File: config.mk
export PLATFORM = sky130hd
export DESIGN_NAME = jpeg_bit_reader
export DESIGN_NICKNAME = d
export VERILOG_FILES = /design/src/rtl/jpeg_bit_reader.sv
export SDC_FILE = /design/constraint.sdc
export NUM_CORES = 1
export LEC_CHECK = 0
export ABC_AREA = 1
export CAP_MARGIN = 0
export CORE_MARGIN = 2
export CORE_UTILIZATION = 30
export DETAILED_ROUTE_END_ITERATION = 7
export PLACE_DENSITY = 0.53
export SKIP_CTS_REPAIR_TIMING = 1
export SLEW_MARGIN = 20
export SYNTH_ARGS = -nofsm -noshare
export SYNTH_HDL_FRONTEND = slang
export SYNTH_SLANG_ARGS = --single-unit
File: constraint.sdc
create_clock -name clk -period 4 [get_ports clk]
set_input_delay 0.6 -clock clk [delete_from_list [all_inputs] [get_ports clk]]
set_output_delay 0.6 -clock clk [all_outputs]
set_load 0.05 [all_outputs]
File: src/rtl/jpeg_bit_reader.sv
// JPEG entropy-coded segment bit reader.
// Accepts scan bytes, removes 0xFF00 byte stuffing, skips 0xFF fill bytes,
// detects markers, and presents an MSB-first bit buffer from which the
// decoder peeks up to 16 bits and consumes 1..16 bits per cycle.
//
// Handshake: a byte moves on a rising clk edge when in_valid and in_ready
// are both high; in_valid may be held while in_ready is low and the byte is
// simply taken on a later edge. in_ready is purely combinational.
module jpeg_bit_reader #(
    parameter int BUF_W = 32
) (
    input  logic        clk,
    input  logic        rst,
    input  logic [7:0]  in_data,
    input  logic        in_valid,
    output logic        in_ready,
    output logic [15:0] peek_bits,
    output logic [5:0]  avail_bits,
    input  logic        consume_en,
    input  logic [4:0]  consume_len,
    output logic        consume_err,
    input  logic        flush,
    output logic        marker_valid,
    output logic [7:0]  marker_code,
    input  logic        marker_ack
);

    typedef enum logic [1:0] {
        NORMAL = 2'd0,
        GOT_FF = 2'd1,
        MARKER = 2'd2
    } state_t;

    state_t           state_q, state_d;
    logic [BUF_W-1:0] buf_q, buf_d;
    logic [5:0]       avail_q, avail_d;
    logic             marker_valid_q, marker_valid_d;
    logic [7:0]       marker_code_q, marker_code_d;
    logic             consume_err_q, consume_err_d;

    logic             xfer;
    logic             consume_legal;
    logic             append_en;
    logic [7:0]       append_byte;
    logic [BUF_W-1:0] buf_mid;
    logic [5:0]       avail_mid;

    // Room for a full byte is needed before a transfer is offered; the
    // buffer never overflows because at most 8 bits are added per edge.
    assign in_ready = !rst && !flush && (state_q != MARKER) && (avail_q <= 6'd24);
    assign xfer     = in_valid && in_ready;

    assign consume_legal = (consume_len != 5'd0) && (consume_len <= 5'd16)
                         && ({1'b0, consume_len} <= avail_q);

    assign peek_bits    = buf_q[BUF_W-1 -: 16];
    assign avail_bits   = avail_q;
    assign marker_valid = marker_valid_q;
    assign marker_code  = marker_code_q;
    assign consume_err  = consume_err_q;

    // Byte-level FSM: decides whether a transferred byte adds data bits,
    // is swallowed as 0xFF prefix/fill, or terminates the segment as a marker.
    always_comb begin
        state_d        = state_q;
        append_en      = 1'b0;
        append_byte    = in_data;
        marker_valid_d = marker_valid_q;
        marker_code_d  = marker_code_q;
        case (state_q)
            NORMAL: begin
                if (xfer) begin
                    if (in_data == 8'hFF) begin
                        state_d = GOT_FF;
                    end else begin
                        append_en = 1'b1;
                    end
                end
            end
            GOT_FF: begin
                if (xfer) begin
                    if (in_data == 8'h00) begin
                        // Stuffed zero: the preceding 0xFF was real data.
                        append_en   = 1'b1;
                        append_byte = 8'hFF;
                        state_d     = NORMAL;
                    end else if (in_data != 8'hFF) begin
                        marker_code_d  = in_data;
                        marker_valid_d = 1'b1;
                        state_d        = MARKER;
                    end
                end
            end
            MARKER: begin
                if (marker_ack) begin
                    marker_valid_d = 1'b0;
                    state_d        = NORMAL;
                end
            end
            default: begin
                state_d = NORMAL;
            end
        endcase
    end

    // Buffer datapath: flush or consume first, then append the new byte
    // directly below the surviving bits so lower bits stay zero-filled.
    always_comb begin
        buf_mid       = buf_q;
        avail_mid     = avail_q;
        consume_err_d = 1'b0;
        if (flush) begin
            buf_mid   = '0;
            avail_mid = 6'd0;
        end else if (consume_en) begin
            if (consume_legal) begin
                buf_mid   = buf_q << consume_len;
                avail_mid = avail_q - {1'b0, consume_len};
            end else begin
                consume_err_d = 1'b1;
            end
        end
        buf_d   = buf_mid;
        avail_d = avail_mid;
        if (append_en) begin
            buf_d   = buf_mid | ({append_byte, {(BUF_W-8){1'b0}}} >> avail_mid);
            avail_d = avail_mid + 6'd8;
        end
    end

    // State and datapath registers with synchronous reset.
    always_ff @(posedge clk) begin
        if (rst) begin
            state_q        <= NORMAL;
            buf_q          <= '0;
            avail_q        <= 6'd0;
            marker_valid_q <= 1'b0;
            marker_code_q  <= 8'h00;
            consume_err_q  <= 1'b0;
        end else begin
            state_q        <= state_d;
            buf_q          <= buf_d;
            avail_q        <= avail_d;
            marker_valid_q <= marker_valid_d;
            marker_code_q  <= marker_code_d;
            consume_err_q  <= consume_err_d;
        end
    end

endmodule

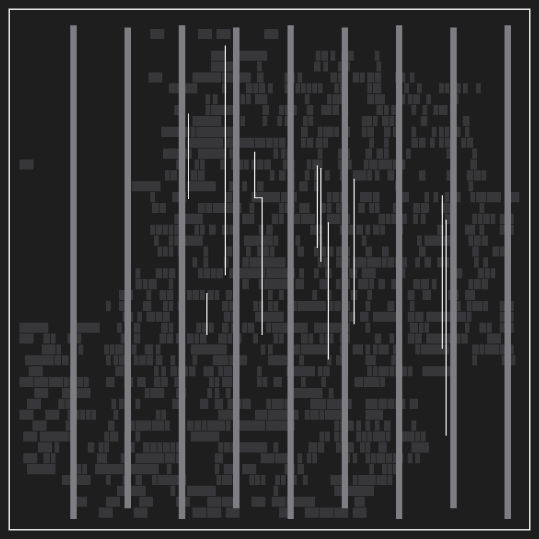
Figure 1: run 1, M4 wires.
Scale: 4 px per um. Supply wires on this layer in grey. Cells faint in the background.
share of all routed wire = 2.1%
main direction = vertical
longest straight run = 57.1 um
Post-Route WL: 16.6 mm
via count: 5261

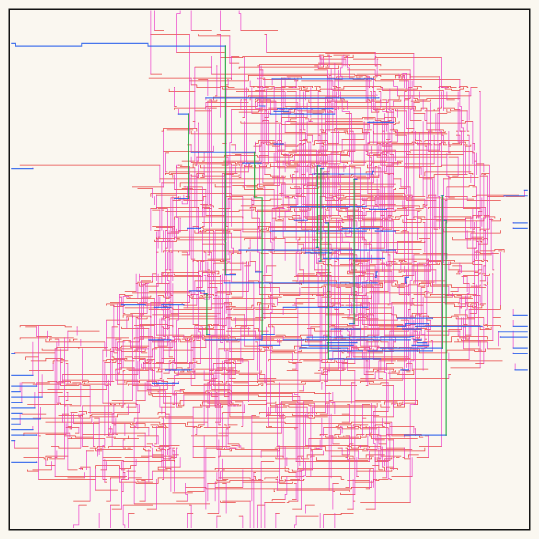
Figure 2: run 1, metal layers overlaid.
Scale: 4 px per um.
metal 1 -> red  # wire length 8220 um
metal 2 -> magenta  # wire length 7260 um
metal 3 -> blue  # wire length 793 um
metal 4 -> green  # wire length 341 um
Avg WL per Cell: 15.9 um
Total Routing Usage GR: 20.4%

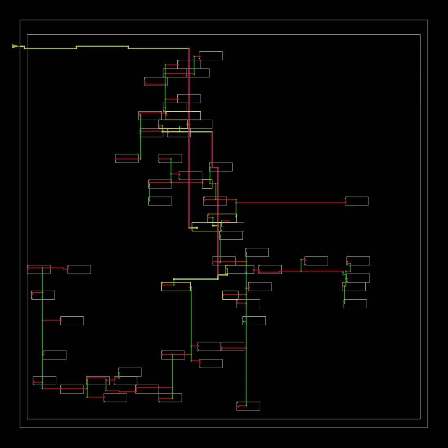
Figure 3: run 1, clock wiring as the flow saved it.
Setup Skew: 0.0128 ns
clock buffers: 6

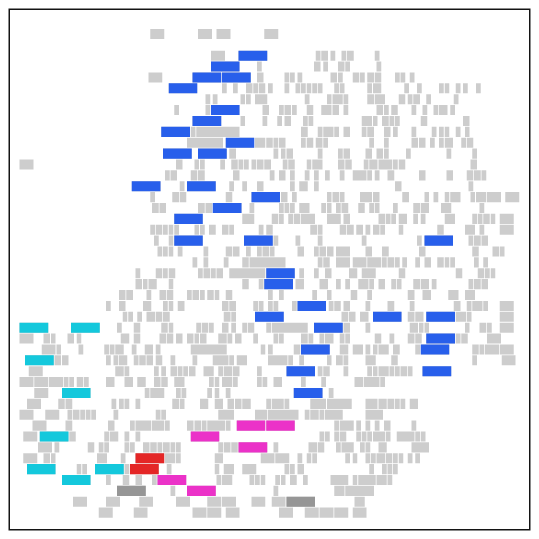
Figure 4: run 1, sequential cells grouped by signal name.
Scale: 4 px per um.
avail_bits -> magenta  # sequential cells 6, where south
state_q -> red  # sequential cells 2
marker_code -> cyan  # sequential cells 8, where south-west
buf_q -> blue  # sequential cells 32
Seq/total area: 18.4%
Seq power: 0.518 mW
Register Area: 1000 um^2
Post-Route Utilization: 35.5%

==> CHANGELOG.md, run 1 <==
## Flow update

- Status: completed
- Commonest flop: dfxtp_1
- Number of diodes: 0
- Critical Path Source Type: input port
- Dpl cells: 1038
- FP Core Util: 31.0%
- CP startpoint: consume_len[0]
- # IOs: 52
- Max reg flops: 32
- CTS H-tree lvls: 2
- Yosys top cell by instances: nand2_1
- Layout Cells excl Fill: 1046
- Dominant cell area share: 21.1%
- Cell accounting for the most synthesized area: dfxtp_1
- Critical Path Fanout Max: 53
- Multi-input logic area: 3100 um^2
- Yosys aoi share: 20.2%
- Setup violators final: 0
- Most used cell, CP: o21ai_0
- Pre-antenna DRT Iters: 5
- DRT iter0 DRCs: 444
- CTS tree: built
- Synth flops: 50
- Net count reported at finish: 860
- Switching part of the total: 32.6%
- Clock transition at path regs: 0.07 ns
- Clock share of power: 37.2%
- Syn_nets: 850
- Syn Area/Cell: 5.76 um^2
- Fmax: 300 MHz
- Placed Area: 5260 um^2
- Worst-Margin Slew: 0.729 ns
- Most common logic cells in the final layout: 265 x nand2_1, 95 x o21ai_0, 74 x nand3_1
- Final instance area: 5440 um^2
- Logic pwr share: 25.2%
## run 1: final cells by class
| class | count | share of cell area [%] |
|---|---|---|
| Clock buffer | 6 | 2.55 |
| Multi-Input combinational cell | 638 | 57.0 |
| Clock inverter | 2 | 0.713 |
| Timing Repair Buffer | 65 | 11.3 |
| Sequential cell | 50 | 18.4 |
| Inverter | 74 | 5.20 |
| Tap cell | 211 | 4.85 |
## run 1: layer usage
layer	routed length, um	share of wire [%]	global-route usage (%)	up-vias
met3	792	4.8	2.54	21
met1	8220	49	29.2	2360
met2	7260	44	32.3	150
met4	341	2.1	5.44	0
met5	0	0	0	-
li1	-	-	-	2730
## run 1: cell families after synthesis
group	after synthesis
mux	9
fa+ha+maj	7
compound gates	172
xor+xnor	3
flops	50
simple gates	447
buf+inv	136
==> run 1 -> run 2 <==
Clock period 4 ns to 3.27 ns, I/O delays scaled along.
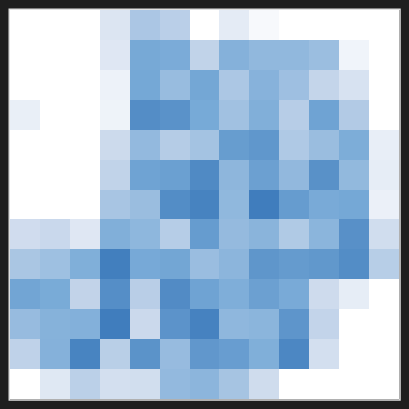
Figure 5: run 2, placement density heat map.
Scale: 3 px per um. 13 x 13 tiles, from white (low) to dark blue (high), 0 to 100% covered.
nearly empty tiles = 23%
fullest tile = 69%
emptiest ninth of the die = north-west
mean over tiles = 32%
Post-Route Utilization: 36.4%
FP Core Util: 31.0%
area of the core: 15300 um^2

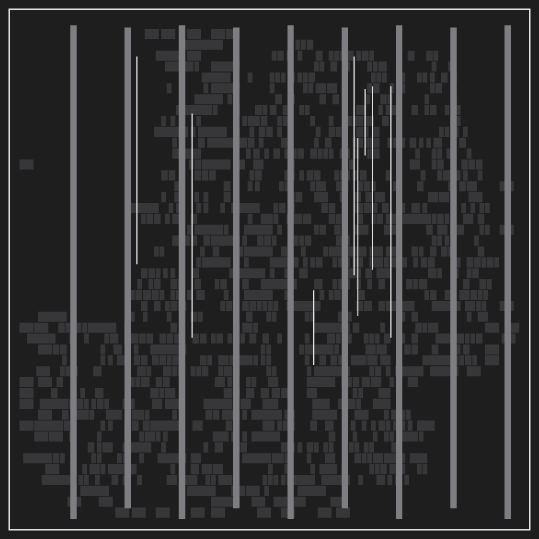
Figure 6: run 2, M4 wires.
Scale: 4 px per um. Supply wires on this layer in grey. Cells faint in the background.
wire length on this layer = 349 um
share of all routed wire = 2.1%
longest straight run = 62.6 um
main direction = vertical
nets with wire on the layer = 7
Post-Route WL: 16.7 mm
via count: 5289

==> run 2 against run 1 <==
Against the previous run:
- flip-flop count unchanged
- area after synthesis unchanged
- clock power rose by 22%
- design area increased by 2.4%
- setup slack worse by 0.37 ns
- synthesized cell count did not move
- via count increased by 0.53%
- final cell count rose by 1.6%
- clock skew shrank 0.0022 ns
- worst hold slack improved by 0.0054 ns
- critical path depth is 3 higher
- power grew 23%
- largest power group unchanged
==> CHANGELOG.md, run 2 <==
## Flow update

- Status: completed
- Met2 usage in global routing: 32.8%
- Yosys aoi share: 20.2%
- Dpl cells: 1055
- Pre-antenna DRT Iters: 6
- Critical Path Fanout Max: 19
- Avg WL per Cell: 15.7 um
- Number of diodes: 0
- Dominant cell area share: 21.1%
- Met3 WL: 973 um
- Flop count: 50
- Most common logic cells in the final layout: 265 x nand2_1, 95 x o21ai_0, 74 x nand3_1
- Seq power: 0.634 mW
- Top sig layer: met4
- Inverters: 74
- Bufs w/o clock: 82
- Syn_nets: 850
- CP startpoint: consume_len[3]
- # IOs: 52
- Critical Path Source Type: input port
- Total Routing Usage GR: 20.4%
- Register Area: 1000 um^2
- Buffer share of cell area: 13.5%
- Multi-input logic area: 3100 um^2
- Seq/total area: 18.0%
- Worst-Margin Slew: 0.524 ns
- Clock-cell share: 3.03%
- Cell accounting for the most synthesized area: dfxtp_1
- Commonest flop: dfxtp_1
- Clock share of power: 36.8%
- Yosys top cell by instances: nand2_1
- Comb_multi_in: 638
- DRT iter0 DRCs: 406
- Max reg flops: 32
- Synth flops: 50
- Top Usage Layer GRT: met2
- Met3 Resource Use GR: 2.09%
- Met1 Use GR: 28.7%
- Setup Skew: 0.0106 ns
- CTS tree: built
- Switching part of the total: 33.7%
- Net count reported at finish: 877
- Syn Area/Cell: 5.76 um^2
- Logic pwr share: 25.9%
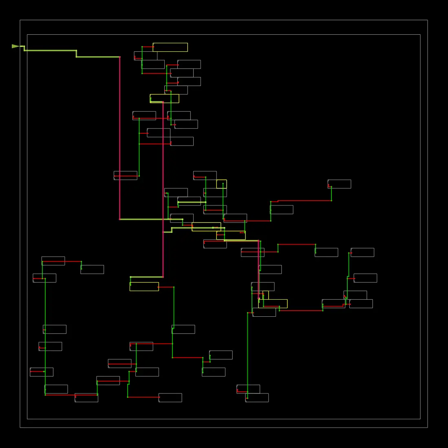
Figure 7: run 2, clock wiring as the flow saved it.
Latency at later pin: 0.31 ns
clock buffers: 5
Clock Power: 0.625 mW

-- run 2: cell counts after synthesis --
No cell type changed its count.
-- run 2: path summary, 6_finish.rpt --
check / end / slack [ns] / cells past startpoint
hold / removal: marker_valid$_SDFFE_PP0P_ / 0.48 / 2
setup / recovery: buf_q[24]$_SDFF_PP0_ / 0.30 / 14
hold reg to reg: marker_valid$_SDFFE_PP0P_ / 0.48 / 2
setup reg to reg: buf_q[18]$_SDFF_PP0_ / 0.50 / 12
-- run 2: stage by stage --
step / setup WS (ns) / total power, mW
global route: 0.0944 / 1.78
floorplan: 0.274 / 0.944
global placement: 0.00370 / 1.09
finish: 0.302 / 1.70
detailed placement: 0.00585 / 1.08
CTS: 0.307 / 1.71
==> run 2 -> run 3 <==
Settings changed: CAP_MARGIN 0 to 20.
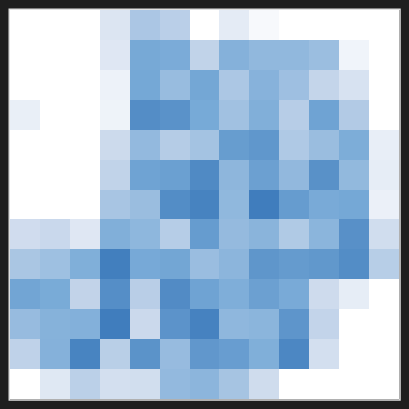
Figure 8: run 3, placement density heat map.
Scale: 3 px per um. 13 x 13 tiles, from white (low) to dark blue (high), 0 to 100% covered.

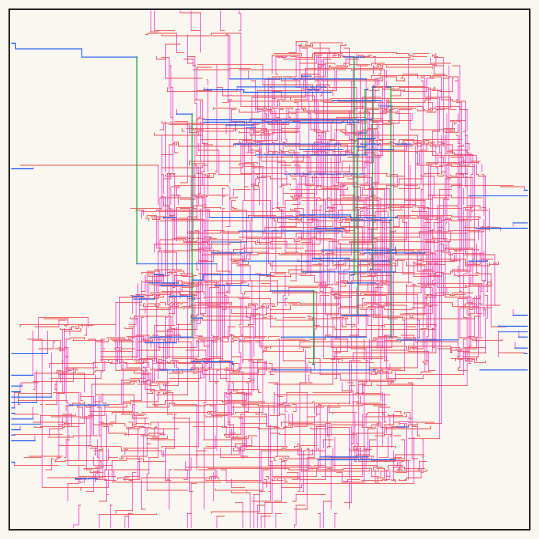
Figure 9: run 3, metal layers overlaid.
Scale: 4 px per um.
Total Routing Usage GR: 20.4%
Avg WL per Cell: 15.7 um

==> run 3 against run 2 <==
Against the previous run:
- final cell count is the same
- critical path type unchanged
- via count did not move
- synthesized cell count did not move
- count of clock-buffer cells in the layout unchanged
- clock skew is the same
- flip-flop count unchanged
- sequential share of layout area did not move
- critical endpoint unchanged
- first-iteration DRC count stayed put
- power unchanged
- combinational power is essentially flat
- global-route usage stayed put
- critical path depth unchanged
==> CHANGELOG.md, run 3 <==
## Flow update

- Net count reported at finish: 877
- Setup WS pre-CTS: 0.00585 ns
- Clock buffers: 5
- Number of diodes: 0
- Post-Route Utilization: 36.4%
- Worst setup path endpoint: buf_q[24]$_SDFF_PP0_
- Logic pwr share: 25.9%
- Most common logic cells in the final layout: 265 x nand2_1, 95 x o21ai_0, 74 x nand3_1
- Critical Path Source Type: input port
- Bufs w/o clock: 82
- Switching part of the total: 33.7%
- Internal reg-to-reg setup slack: 0.50 ns
- Yosys aoi share: 20.2%
- Synth flops: 50
- Max reg flops: 32
- Clock transition at path regs: 0.08 ns
- Latency at later pin: 0.31 ns
- Clock-cell share: 3.03%
- CP Depth: 14
- Syn Area/Cell: 5.76 um^2
- Status: completed
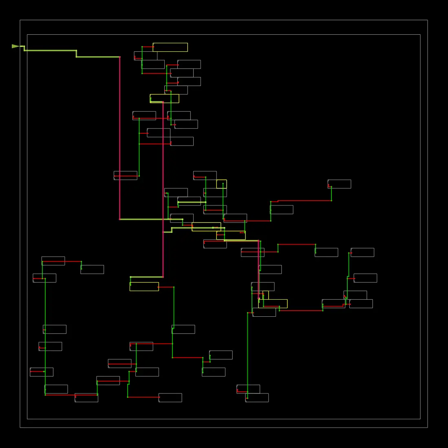
Figure 10: run 3, clock wiring as the flow saved it.
Setup Skew: 0.0106 ns
Sink Count: 50
flop count: 50
cts bufs inserted: 5

run 3: power groups by stage:
| stage | sequential (mW) | combinational, mW | clock, mW |
|---|---|---|---|
| 4_1_cts | 0.633 | 0.439 | 0.633 |
| 3_3_place_gp | 0.648 | 0.439 | 0 |
| 2_1_floorplan | 0.652 | 0.292 | 0 |
| 5_1_grt | 0.635 | 0.486 | 0.660 |
| 3_5_place_dp | 0.648 | 0.437 | 0 |
| 6_report | 0.634 | 0.441 | 0.625 |
run 3: layer usage:
metal | track usage (%) | part of all wire, % | up-vias
li1 | - | - | 2755
met1 | 28.7 | 48 | 2357
met2 | 32.8 | 44 | 160
met3 | 2.09 | 5.8 | 17
met4 | 6.39 | 2.1 | 0
met5 | 0 | 0 | -
Power and IR drop assume default switching activity.
